Run 1, the clock network:
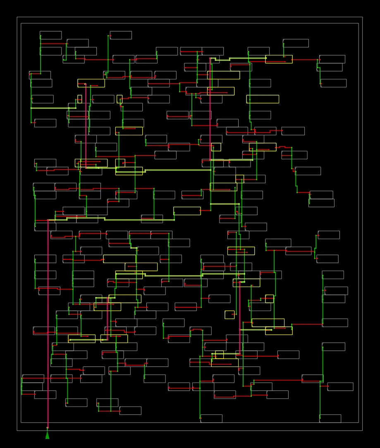
Run 1, signal wires on met3:
Scale: 3 px per um. Cells faint in the background.
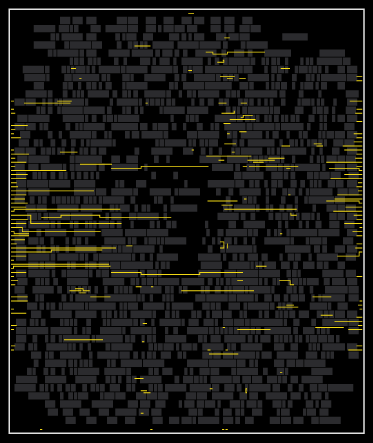
Run 1, cells colored by class:
Scale: 2 px per um.
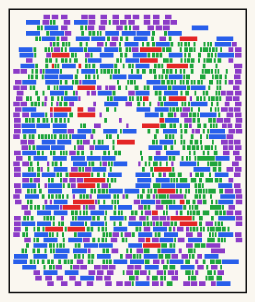
### config.mk
export PLATFORM = sky130hd
export DESIGN_NAME = lc4_issue_ctrl
export DESIGN_NICKNAME = d
export VERILOG_FILES = /design/src/rtl/lc4_issue_ctrl.sv
export SDC_FILE = /design/constraint.sdc
export NUM_CORES = 1
export LEC_CHECK = 0
export ABC_AREA = 1
export CAP_MARGIN = 40
export CORE_ASPECT_RATIO = 1.2
export CORE_UTILIZATION = 45
export DETAILED_ROUTE_END_ITERATION = 7
export GPL_TIMING_DRIVEN = 0
export MAX_ROUTING_LAYER = met4
export PLACE_DENSITY = 0.76
export SKIP_CTS_REPAIR_TIMING = 1
export SYNTH_ARGS = -nofsm -noshare
export SYNTH_HDL_FRONTEND = slang
export SYNTH_SLANG_ARGS = --single-unit
### constraint.sdc
create_clock -name clk -period 1.8 [get_ports clk]
set_clock_uncertainty 0.15 [all_clocks]
set_input_delay 0.18 -clock clk [delete_from_list [all_inputs] [get_ports clk]]
set_output_delay 0.18 -clock clk [all_outputs]
set_load 0.01 [all_outputs]
### src/rtl/lc4_issue_ctrl.sv
// LC4 issue controller: fixed four-cycle fetch/decode/exec/writeback sequencer
// that feeds lc4_alu and commits its result to the regfile, PC, carry and NZP.
module lc4_issue_ctrl #(
   parameter int unsigned WORD_SIZE = 64,
   parameter int unsigned DADDR     = 4,
   parameter int unsigned INSN      = 19,
   parameter int unsigned IADDR     = 10
) (
   input  logic                 clk,
   input  logic                 rst,
   input  logic                 i_run,
   output logic [IADDR:0]       o_imem_addr,
   input  logic [INSN:0]        i_imem_data,
   output logic [DADDR-1:0]     o_rs_sel,
   output logic [DADDR-1:0]     o_rt_sel,
   output logic [INSN:0]        o_alu_insn,
   output logic [IADDR:0]       o_alu_pc,
   output logic                 o_alu_carry,
   input  logic [WORD_SIZE-1:0] i_alu_result,
   output logic                 o_rf_we,
   output logic [DADDR-1:0]     o_rf_waddr,
   output logic [WORD_SIZE-1:0] o_rf_wdata,
   output logic                 o_halted,
   output logic                 o_illegal
);

   localparam logic [4:0] OP_NOP  = 5'b00000;
   localparam logic [4:0] OP_BRZ  = 5'b00001;
   localparam logic [4:0] OP_BRZP = 5'b00010;
   localparam logic [4:0] OP_BRNP = 5'b00011;
   localparam logic [4:0] OP_BRNZ = 5'b00100;
   localparam logic [4:0] OP_JSR  = 5'b01000;
   localparam logic [4:0] OP_RTI  = 5'b01010;
   localparam logic [4:0] OP_CHK  = 5'b10000;
   localparam logic [4:0] OP_HALT = 5'b11111;

   typedef enum logic [2:0] {S_FETCH, S_DECODE, S_EXEC, S_WB, S_HALT} state_t;

   state_t               state_q, state_d;
   logic [IADDR:0]       pc_q, pc_d;
   logic [INSN:0]        ir_q, ir_d;
   logic                 carry_q, carry_d;
   logic [2:0]           nzp_q, nzp_d;
   logic [WORD_SIZE-1:0] res_q, res_d;
   logic                 rf_we_q, rf_we_d;
   logic [DADDR-1:0]     rf_waddr_q, rf_waddr_d;
   logic [WORD_SIZE-1:0] rf_wdata_q, rf_wdata_d;
   logic                 halted_q, halted_d;
   logic                 illegal_q, illegal_d;

   logic [4:0]     opcode;
   logic [IADDR:0] pc_inc;
   logic           br_taken;

   function automatic logic is_alu_wr(input logic [4:0] op);
      case (op)
         5'b00101, 5'b00110, 5'b00111, 5'b01001, 5'b01011, 5'b01100, 5'b01101,
         5'b01110, 5'b01111, 5'b10010, 5'b10011, 5'b10100, 5'b10101: return 1'b1;
         default: return 1'b0;
      endcase
   endfunction

   assign opcode = ir_q[19:15];
   assign pc_inc = pc_q + (IADDR+1)'(1);

   always_comb begin
      case (opcode)
         OP_BRZ:  br_taken = nzp_q[1];
         OP_BRZP: br_taken = nzp_q[1] | nzp_q[0];
         OP_BRNP: br_taken = nzp_q[2] | nzp_q[0];
         OP_BRNZ: br_taken = nzp_q[2] | nzp_q[1];
         default: br_taken = 1'b0;
      endcase
   end

   always_ff @(posedge clk) begin
      if (rst) begin
         state_q    <= S_FETCH;
         pc_q       <= '0;
         ir_q       <= '0;
         carry_q    <= 1'b0;
         nzp_q      <= 3'b010;
         res_q      <= '0;
         rf_we_q    <= 1'b0;
         rf_waddr_q <= '0;
         rf_wdata_q <= '0;
         halted_q   <= 1'b0;
         illegal_q  <= 1'b0;
      end else begin
         state_q    <= state_d;
         pc_q       <= pc_d;
         ir_q       <= ir_d;
         carry_q    <= carry_d;
         nzp_q      <= nzp_d;
         res_q      <= res_d;
         rf_we_q    <= rf_we_d;
         rf_waddr_q <= rf_waddr_d;
         rf_wdata_q <= rf_wdata_d;
         halted_q   <= halted_d;
         illegal_q  <= illegal_d;
      end
   end

   // Write port is loaded at the end of EXEC so it is presented during WB.
   always_comb begin
      state_d    = state_q;
      pc_d       = pc_q;
      ir_d       = ir_q;
      carry_d    = carry_q;
      nzp_d      = nzp_q;
      res_d      = res_q;
      rf_we_d    = 1'b0;
      rf_waddr_d = rf_waddr_q;
      rf_wdata_d = rf_wdata_q;
      halted_d   = halted_q;
      illegal_d  = illegal_q;
      case (state_q)
         S_FETCH: begin
            if (i_run) state_d = S_DECODE;
         end
         S_DECODE: begin
            ir_d    = i_imem_data;
            state_d = S_EXEC;
         end
         S_EXEC: begin
            res_d   = i_alu_result;
            state_d = S_WB;
            if (is_alu_wr(opcode)) begin
               rf_we_d    = 1'b1;
               rf_waddr_d = ir_q[14:11];
               rf_wdata_d = i_alu_result;
            end else if (opcode == OP_JSR) begin
               rf_we_d    = 1'b1;
               rf_waddr_d = {DADDR{1'b1}};
               rf_wdata_d = WORD_SIZE'(pc_inc);
            end
         end
         S_WB: begin
            state_d = S_FETCH;
            case (opcode)
               OP_NOP: pc_d = pc_inc;
               OP_RTI, OP_JSR: pc_d = res_q[IADDR:0];
               OP_BRZ, OP_BRZP, OP_BRNP, OP_BRNZ:
                  pc_d = br_taken ? res_q[IADDR:0] : pc_inc;
               OP_CHK: begin
                  carry_d = res_q[0];
                  pc_d    = pc_inc;
               end
               OP_HALT: begin
                  halted_d = 1'b1;
                  state_d  = S_HALT;
               end
               default: begin
                  if (is_alu_wr(opcode)) begin
                     pc_d = pc_inc;
                     if (res_q[WORD_SIZE-1])   nzp_d = 3'b100;
                     else if (res_q == '0)     nzp_d = 3'b010;
                     else                      nzp_d = 3'b001;
                  end else begin
                     illegal_d = 1'b1;
                     state_d   = S_HALT;
                  end
               end
            endcase
         end
         S_HALT: begin
            state_d = S_HALT;
         end
         default: state_d = S_FETCH;
      endcase
   end

   // Register selects follow imem data in DECODE so regfile data lands in EXEC.
   assign o_rs_sel    = (state_q == S_DECODE) ? i_imem_data[10:7] : ir_q[10:7];
   assign o_rt_sel    = (state_q == S_DECODE) ? i_imem_data[3:0]  : ir_q[3:0];
   assign o_imem_addr = pc_q;
   assign o_alu_insn  = ir_q;
   assign o_alu_pc    = pc_q;
   assign o_alu_carry = carry_q;
   assign o_rf_we     = rf_we_q;
   assign o_rf_waddr  = rf_waddr_q;
   assign o_rf_wdata  = rf_wdata_q;
   assign o_halted    = halted_q;
   assign o_illegal   = illegal_q;

endmodule

==> git commit body, run 1 <==
Record implementation results from latest flow run

- The fraction of final cell area spent on clock buffers and inverters in this run is 0.0632.
- Number of antenna diodes: 0
- PD cells: a little over 900 nW/um^2
* Global-route total usage across every layer: 0.269
* Hold violation total from the final report: 0
* Mean Syn Cell Area: 7.28 um^2
- For this run the detailed placement stage logged an HPWL of about 16000 um.
- Along the worst hold path, the cell count comes to 4.
- Count of tool warnings: 27
- The flow ran to the end, but the final reports show violations.
- Synth Area in Compound Gates: 0.164
- around 210 I/O pins were placed.
* Most instantiated logic cell after routing: nand2_1
* Final-stage net count: ~1300
- Number of clock buffers inserted by TritonCTS: 17
* Multi-input comb cells: 668
- The layout report lists the multi-input gate area as ~3200 um^2.
- The layout report lists the combined flip-flop and latch area as between 3000 and 4000 um^2.
* Starting density of the core: 0.462
- Die height: between 100 and 150 um
- Layout Area Growth over Synthesis: 46.3%
- The final timing report derives a shortest allowable period of a little under 2 ns.
- CTS placed an instance of clkbuf_16 at the clock tree root.
* Overall power: 9900 uW
- Cell taking the most area after synthesis: dfxtp_1
- Final-report setup violation count: 8
* Kind of path behind the tightest hold check: input port to flop
* Drt drc: 0
- The synthesis report gives the async set-or-reset register share as 0.
- The critical path endpoint has a required time of ~1.5 ns.
- Violated checks: negative setup slack
- Cell family contributing the most delay on the critical path: buffers and inverters
- Destination of the critical timing path: o_rt_sel[3]
- Worst Setup Slack, final: -0.163 ns
- The report counts max-capacitance violations totalling 0.
About 'the clock network':
clk_buf instances: 18
Worst-Skew Late Latency: 0.43 ns

About 'signal wires on met3':
longest straight run: 35.2 um
main direction: horizontal
wire length on this layer: 1050 um
nets with wire on the layer: 146
share of all routed wire: 4.8%

About 'cells colored by class':
| color | class | cells | share of their area |
|---|---|---|---|
| red | clock drivers and dummy loads | 32 | 6.5% |
| blue | registers | 174 | 34% |
| purple | remaining buffers and delay cells | 290 | 25% |
| green | remaining logic cells | 747 | 34% |

-- run 1: power by group --
part	switching [uW]	internal, uW	total, uW
Clock	1580	2610	4190
Combinational	868	714	1580
Sequential	117	4010	4130
-- run 1: per-stage QoR --
stage               TNS (ns)  hold slack (ns)  cell area, um^2  setup slack [ns]   util
finish                 -1.14            0.141            10600            -0.163  0.676
CTS                   -17.25            0.136            10200            -0.931  0.654
floorplan                  0            0.173             7230             0.192      -
global route           -2.98            0.161            10600            -0.246  0.676
global placement      -11.09            0.298             9560            -0.448  0.611
detailed placement    -12.03            0.302             9560            -0.467  0.611
-- run 1: per-layer routing --
layer	share of wire	global-route usage	wire length (um)
met2	0.51	0.460	11200
met4	0.033	0.126	719
met5	0	-	0
met1	0.40	0.300	8810
met3	0.048	0.0538	1050
==> run 1 -> run 2 <==
--- a/config.mk
+++ b/config.mk
@@ -13,6 +13,7 @@
 export GPL_TIMING_DRIVEN = 0
 export MAX_ROUTING_LAYER = met4
 export PLACE_DENSITY = 0.76
+export RECOVER_POWER = 25
 export SKIP_CTS_REPAIR_TIMING = 1
 export SYNTH_ARGS = -nofsm -noshare
 export SYNTH_HDL_FRONTEND = slang
Run 2, cells colored by class:
Scale: 2 px per um.
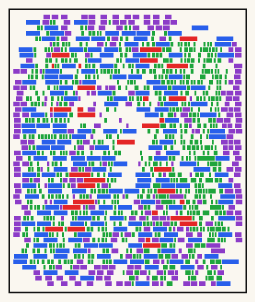
| color | class | cells | share of their area |
|---|---|---|---|
| blue | registers | 174 | 34% |
| red | clock drivers and dummy loads | 32 | 6.5% |
| green | remaining logic cells | 747 | 34% |
| purple | remaining buffers and delay cells | 290 | 25% |

Run 2, the clock network:
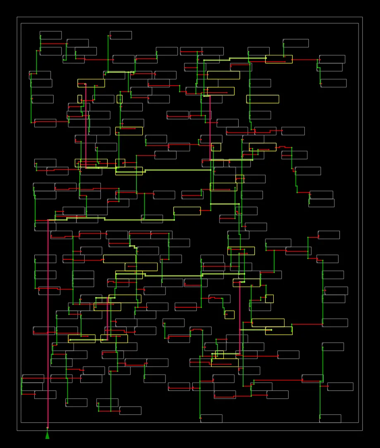
number of clock buffers inserted by TritonCTS: 17
CTS sink count: 174

==> run 2 against run 1 <==
  * The run still ends with negative setup slack left
  * Final area barely moved
  * Sequential share of layout area barely moved
  * Die size did not move
  * First-iteration DRC count rose by 6.1%
  * Critical endpoint unchanged
  * Register-to-register slack got worse by 0.04 ns
  * Combinational power barely moved
  * Largest cell class unchanged
==> git commit body, run 2 <==
Record implementation results from latest flow run

- Met2 routed wirelength: 11200 um (+0.35%)
- Half-perimeter wire length after detailed placement: 15800 um (unchanged)
- The checks that failed: negative setup slack.
- Synth Area in Compound Gates: 0.164 (unchanged)
* Heaviest power group: the clock network
- Most heavily used metal layer in global routing: met2
- The synthesized area per cell is 7.28 um^2 (unchanged).
- Setup WS pre-CTS: -0.467 ns (unchanged)
- The final tally of setup violations came to 18 (+10).
- The DRC violations left came to 0 (unchanged).
* Fraction of synthesis flops using an asynchronous set or reset pin: 0 (unchanged)
- Placement Cell Area: 9560 um^2 (unchanged)
- Worst Setup Slack, final: -0.161 ns (+0.00158 ns)
- Cell family contributing the most delay on the critical path: buffers and inverters
- The data required time at the worst endpoint came to 1.47 ns (about the same).
- The final-layout setup total negative slack is -1.31 ns (-0.171 ns).
- Ports: 209 (unchanged)
* Seq. pwr: 4130 uW (about the same)
- The flow ran to the end, but the final reports show violations.
* Most instantiated logic cell after routing: nand2_1
[run 2: cell counts after synthesis]
No cell type changed its count.
[run 2: worst paths after layout]
kind	startpoint	end	slack, ns	depth (start not counted)
min	rst	o_alu_insn[15]	0.14	4
min reg2reg	o_rf_wdata[55]	o_rf_wdata[55]	0.31	2
max reg2reg	o_alu_insn[16]	o_alu_pc[3]	-0.03	10
max	state_q[0]	o_rt_sel[3]	-0.16	7
[run 2: cell type report]
cell class	count	area, um^2	share of cell area
sequential	174	3530	0.334
multi-input combinational	668	3220	0.305
timing repair buffer	218	2140	0.202
buffer	72	435	0.0412
clock buffer	18	429	0.0406
inverter	78	310	0.0293
tap	208	260	0.0246
clock inverter	14	239	0.0226
timing repair inverter	1	7.51	0.000710
==> run 2 -> run 3 <==
--- a/config.mk
+++ b/config.mk
@@ -10,7 +10,6 @@
 export CORE_ASPECT_RATIO = 1.2
 export CORE_UTILIZATION = 45
 export DETAILED_ROUTE_END_ITERATION = 7
-export GPL_TIMING_DRIVEN = 0
 export MAX_ROUTING_LAYER = met4
 export PLACE_DENSITY = 0.76
 export RECOVER_POWER = 25
==> run 3 against run 2 <==
  * The flow still finishes with violations (negative setup slack)
  * Global-route usage shrank 3.0 points
  * Die size is the same
  * Sequential power barely moved
  * Critical path depth is the same
  * Total power is 6.2% lower
  * Combinational power is 3% lower
  * Hold slack got worse by 0.13 ns
  * Highest routed layer unchanged
==> git commit body, run 3 <==
Record implementation results from latest flow run

- The run finished, with violations left.
- Violated checks: negative setup slack
- When the netlist entered floorplanning its net count stood at about 1100.
- Global routing put the most usage on met2.
* Arrival time of data at the critical path endpoint: between 1.5 and 2 ns
- TNS Setup: -0.449 ns (+0.863 ns)
* Overall power: between 9000 and 10000 uW
* Met2 routed wirelength: 9740 um (-13%)
* Wire length on met1: approximately 8300 um
- The logic depth of the worst register-to-register path came to 8 (-2).
* Ports: 209 (unchanged)
- The cell depth of the worst hold path is 4 (unchanged).
- Hold path endpoint: o_alu_insn[11]
- After detailed placement, the design holds a cell count of approximately 1400.
* Final-report setup violation count: 8 (-10)
* Half-perimeter wire length after detailed placement: 13200 um (-16%)
* Setup WS pre-CTS: -0.154 ns (+0.313 ns)
- The total clock buffers created by CTS came to 17 (unchanged).
- Measured on the finished design, the core utilization comes to 0.659.
- Most instantiated logic cell after routing: nand2_1
- Cell family contributing the most delay on the critical path: buffers and inverters
- In this run the worst setup path terminates at o_rt_sel[1].
- TritonCTS clock tree: built
- The standard cell area after detailed placement was 9530 um^2 (-0.30%).
- Fraction of synthesis flops using an asynchronous set or reset pin: 0 (unchanged)
- Number of cells on the critical path: 7 (unchanged)
- The worst register-to-register path ends at o_rf_wdata[5].
* CTS sink count: 174 (unchanged)
* Worst Setup Slack, final: -0.0933 ns (+0.0677 ns)
- The AND-OR/OR-AND share of the synthesized area came to 0.164 (unchanged).
- The register-to-register setup slack is 0.08 ns (+0.11 ns).
- The data required time at the worst endpoint came to 1.47 ns (about the same).
- HP Start: rst
* Drt drc: 0 (unchanged)
- DR WL met3: roughly 870 um
- The synthesized area per cell is 7.28 um^2 (unchanged).
* Worst setup path startpoint: state_q[2]
- Source of the worst register-to-register timing path: state_q[2]
run 3: netlist changes by cell type in the layout (fill, tap and decap cells not counted), sizes merged:
cell / delta
clkinv: +1
inv: -2
clkbuf: -39
bufinv: -4
run 3: final cells by class:
type	instances	area [um^2]	share of cell area
clock buffer	21	470	0.0457
clock inverter	9	113	0.0109
inverter	78	303	0.0294
multi-input combinational	668	3180	0.308
sequential	174	3500	0.340
tap	208	260	0.0253
timing repair buffer	248	2470	0.240
timing repair inverter	1	6.26	0.000607
run 3: power by group:
group / switching (uW) / total (uW) / internal (uW)
clock: 1480 / 3610 / 2140
combinational: 821 / 1530 / 706
sequential: 109 / 4130 / 4020
Run 3, nets reached from selected ports:
Scale: 3 px per um.
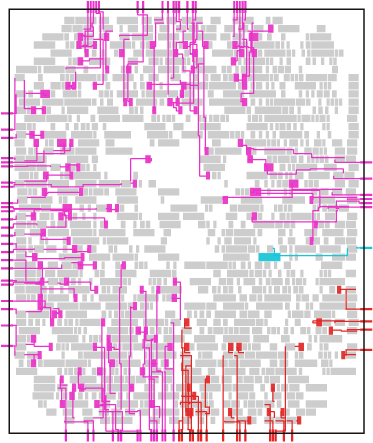
| color | port | bits | direction | edge | end cells | buffers | wire |
|---|---|---|---|---|---|---|---|
| red | i_imem_data | 20 | input | 16 bottom, 4 right | 20 | 20 | 405 um |
| magenta | i_alu_result | 64 | input | 24 left, 20 top, 14 bottom, 6 right | 128 | 64 | 2200 um |
| cyan | o_illegal | 1 | output | right | 1 | 1 | 31.4 um |

Run 3, signal wires on met3:
Scale: 3 px per um. Cells faint in the background.
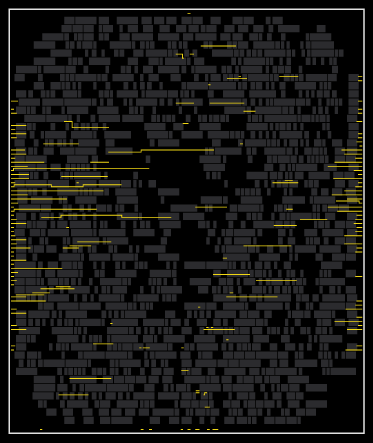
share of all routed wire: 4.5%
main direction: horizontal
wire length on this layer: 872 um


==> notes/layouts.md <==
Pictures saved along the way, in no particular order.

Clock wires, drivers and flops.
Scale: 3 px per um.
(a)
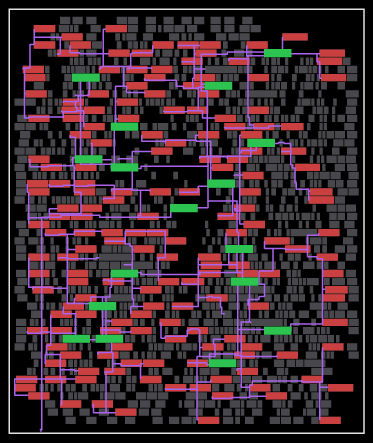
(b)
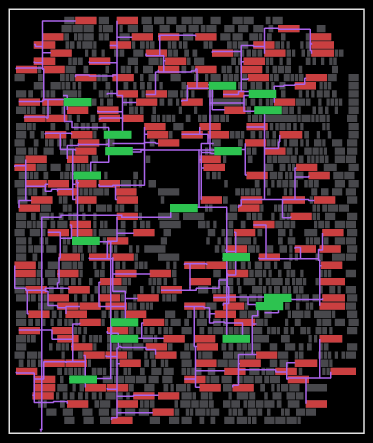
run 2 -> (a)
run 3 -> (b)

Key to (a):
[red] flip-flops | count: 174
[purple] clock wires | length: 2060 um
[green] clock-net drivers | count: 17
flops lie: spread over the die
routed clock nets: 18

Power figures rest on the tool's default switching activity, not on a simulated workload.
